==> images/ff_map.png <==
Bar = 50 microns. Other sequential cells in the stronger grey, the rest of the logic in the fainter grey.
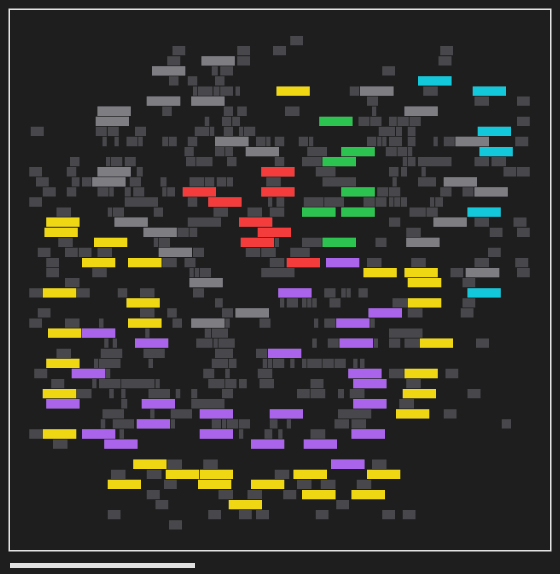
==> images/placed.png <==
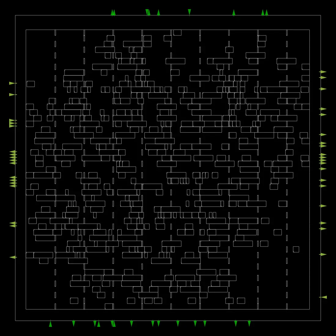
==> images/sizing.png <==
Bar = 50 microns.
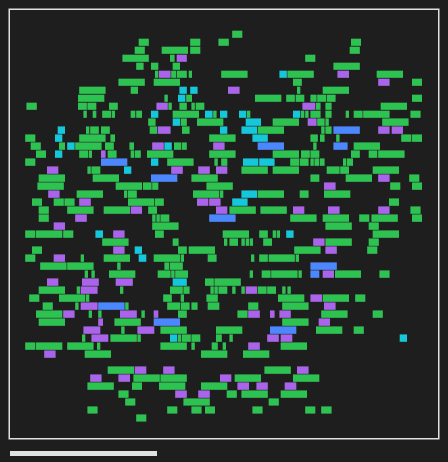
==> images/clock_wires.png <==
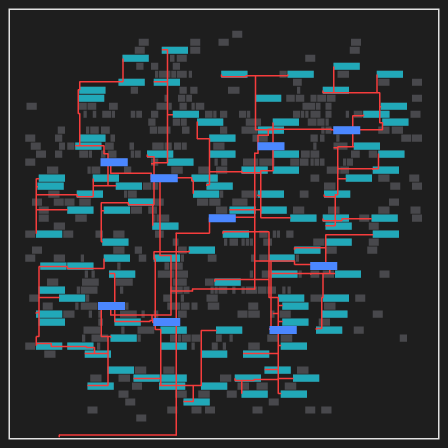
==> images/route_heat.png <==
The die is cut into 29 by 29 equal tiles; dark blue is low, red is high, scaled to the fullest tile. Values are wire area over tile area, all layers added.
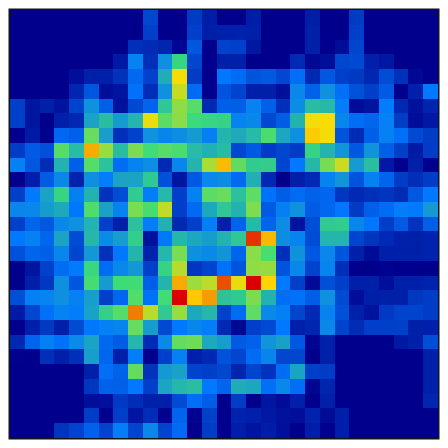
==> config.mk <==
export PLATFORM = sky130hd
export DESIGN_NAME = imem_boot_loader_flat
export DESIGN_NICKNAME = d
export VERILOG_FILES = /design/src/rtl/imem_boot_loader_pkg.sv /design/src/rtl/imem_boot_loader_if.sv /design/src/rtl/imem_boot_loader_byte_packer.sv /design/src/rtl/imem_boot_loader.sv /design/src/flat_wrapper.sv
export SDC_FILE = /design/constraint.sdc
export NUM_CORES = 1
export LEC_CHECK = 0
export ABC_AREA = 0
export CORE_MARGIN = 5
export CORE_UTILIZATION = 25
export DETAILED_ROUTE_END_ITERATION = 10
export GPL_TIMING_DRIVEN = 1
export HOLD_SLACK_MARGIN = 0.03
export PLACE_DENSITY_LB_ADDON = 0.1
export SYNTH_ARGS = -nofsm -noshare
export SYNTH_HDL_FRONTEND = slang
export SYNTH_HIERARCHICAL = 1
export SYNTH_SLANG_ARGS = --single-unit
==> constraint.sdc <==
create_clock -name clk -period 3 [get_ports clk]
set_clock_uncertainty 0.2 [all_clocks]
set_input_delay 0.6 -clock clk [delete_from_list [all_inputs] [get_ports clk]]
set_output_delay 0.6 -clock clk [all_outputs]
set_load 0.05 [all_outputs]
==> notes.md <==
run results: largest family of logic cells by area=multiplexers, Post-Synthesis Cells=~360, Mean Syn Cell Area=about 13 sq um, Sw Pwr=roughly 0.0023 W, clock buffers=10, Routed Antenna Nets=0, HP Class=in2async, routed vias=approximately 3,000, P_comb=between 0.002 and 0.0025 W, WP data arrival=roughly 2.8 ns, Pre-Place Util=25.5%, Main power group=combinational logic, Top FF cell, synth=dfrtp_1, Worst Tran Pin Value=around 0.53 ns, # hold bufs at CTS=0, max-slew violations=0, clk sinks=between 100 and 150, number of logic gates=216, CTS resizes=0, Max VDD drop=630 uV, CTS tree=yes, CORE AREA=18,000 sq um, period utilisation layout=between 90% and 100%, initial antenna violation count=0, clock root cell=clkbuf_16, Setup crit end kind=flip-flop, simple share=9.66%, Fmax achieved=around 360 MHz, CP Max Fanout=7, Die Span X=roughly 150 microns, met2 wire len=roughly 5.1 mm, grt met3 use=around 2.6%, mux share=between 10% and 20%, met1 usage=approximately 15%, DRC marker count from the first detailed-route iteration=a little under 100, Detailed Routing Iterations Pass 1=4, Cell Type Count=around 47, pin count of the biggest net entering global routing=40, drc violations=0, global-route wire length before repair=between 15 and 20 mm, GR Layer Usage met2=~17%, gpl congestion=0.713, vias in the first global route=approximately 3,200, DP HPWL=about 7.7 mm, top area contributor share=55.0%, Port Buf Inserts=just under 60, Post CTS Setup Buffer Count=0, floorplan net count=381, design internal power=0.00337 W, max reg flops=32, H-tree depth=3, ys async rst share=100%, via/cell ratio=4.46, highest metal used=met4, main area contributors=dfrtp_1 (55%), mux2_2 (13%), xnor2_1 (3.6%), buffer share of cell area=about 13%, Post-synth EDFFs=0, ys flops=just over 100, multi-input logic area=approximately 1900 sq um, Fin Setup TNS=0 ns, R2R Setup Slk=approximately 0.43 ns, status=completed, endpoints failing setup=0, R2R cell count=10, cell row count=roughly 49, Ys Warns=6, yosys cell count=364, post-place setup slack=-0.160 ns, inverter count=26, Synth area leader=dfrtp_1, Fin. Hold Viols=0, n_diodes=0, TritonCTS buffer count=9, Setup CP Type=in2reg, Netlist Area Pre-Place=approximately 4600 sq um, Synth Area in XOR/XNOR=under 10%, Logic pwr share=a little over 40%, Die H=146 microns, Seq/Total Area, Yosys=between 50 and 60%, static leakage=about 2.5 nW, Reg power frac=39.2%, Final #Nets=about 450, Compound-Gate Fraction of Synth Area=roughly 8%, Biggest Area Class=registers, grt ovf=0, Fill cells=roughly 1,800, DP Cell Count=~650, CP startpoint kind=input pin, wire length on met3=407 microns
## Picture notes: ff_map.png
Key: `u_core/cnt_lo_q` = red [flops 8]; `u_core/count_q` = green [flops 7]; `u_core/bus.imem_addr` = cyan [flops 6, where upper right]; `u_core/u_packer/part_q` = purple [flops 24]; `u_core/u_packer/word_o` = yellow [flops 32]
Another 24 sequential cells are not coloured.
Reg area: 2530 sq um
Seq power: 0.00223 W
fin util: 32.2%

## Picture notes: placed.png
# Taps: 229
flop share of the area: 43.5%

## Picture notes: sizing.png
Key: x2 = purple [cells 71, share 16%]; x1 and smaller = green [cells 326, share 74%]; x6 and larger = blue [cells 11, share 2.5%]; x3 and x4 = cyan [cells 32, share 7.3%]
Non-CTS buffers: 81
area delta synth->final: 26.4%
final design area excluding fillers: 5810 sq um
setup ws final: 0.237 ns

## Picture notes: clock_wires.png
Key: clock wires = red [length 1,490 microns]; clock-net drivers = blue [count 9]; flip-flops = cyan [count 101]
Position of the flops: widely spread. There are 10 routed clock nets.
Clk power: 0.00110 W
clk latency late pin: 0.35 ns
clock power share: 19.4%

## Picture notes: route_heat.png
8.0% of the tiles are over half the peak. The mean over all tiles is 0.081. The densest ninth of the die: centre. The fullest tile reaches 0.42. 22% of the tiles are nearly empty. The emptiest ninth of the die: lower right.
Total GRT Usage: 10.8%
WL/cell: 16.6 microns

-- per-stage QoR --
stage,power (W),hold slack [ns],cell area (sq um)
2_1_floorplan,0.00382,0.104,4600
3_3_place_gp,0.00460,0.243,5530
3_5_place_dp,0.00462,0.252,5530
4_1_cts,0.00578,0.0418,5800
5_1_grt,0.00603,0.0729,5810
6_report,0.00568,0.0283,5810
-- cell usage in the layout, fill, tap and decap left out, types with 9 or more instances in the layout --
| cell type | synthesis | layout |
|---|---|---|
| nor2_1 | 9 | 9 |
| xor2_1 | 13 | 13 |
| mux2_2 | 53 | 53 |
| xnor2_1 | 19 | 19 |
| o32ai_1 | 10 | 10 |
| inv_1 | 26 | 26 |
| dfrtp_1 | 101 | 101 |
| buf_4 | 0 | 23 |
| nand2_1 | 33 | 33 |
| clkbuf_16 | 0 | 9 |
| clkdlybuf4s50_1 | 0 | 58 |
-- cells in the mapped netlist, types with 4 or more instances --
library cell	instances
nand3_1	6
o32ai_1	10
ha_1	6
mux2_4	7
inv_1	26
o32ai_2	8
nand2_1	33
xnor2_1	19
xor2_1	13
nand2b_1	4
dfrtp_1	101
mux2_2	53
clkbuf_1	10
nor4_1	5
nor2_1	9
buf_2	6
-- logic make-up (layout without fill, tap and decap cells) --
| logic type | count (synthesis) | after routing |
|---|---|---|
| DFF | 101 | 101 |
| and+or+nand+nor | 80 | 80 |
| muxes | 60 | 60 |
| buffers and inverters | 47 | 123 |
| AOI/OAI and AO/OA | 38 | 38 |
| xor gates and xnor gates | 32 | 32 |
| adders and majority gates | 6 | 6 |
-- worst max-delay path, cell delays in order --
cell and delay, ns:
clkdlybuf4s50_1 0.50, nor4_1 0.39, nand3_1 0.13, a21o_1 0.18
or4_1 0.50, buf_4 0.19, mux2_4 0.30
Power and IR drop assume default switching activity.
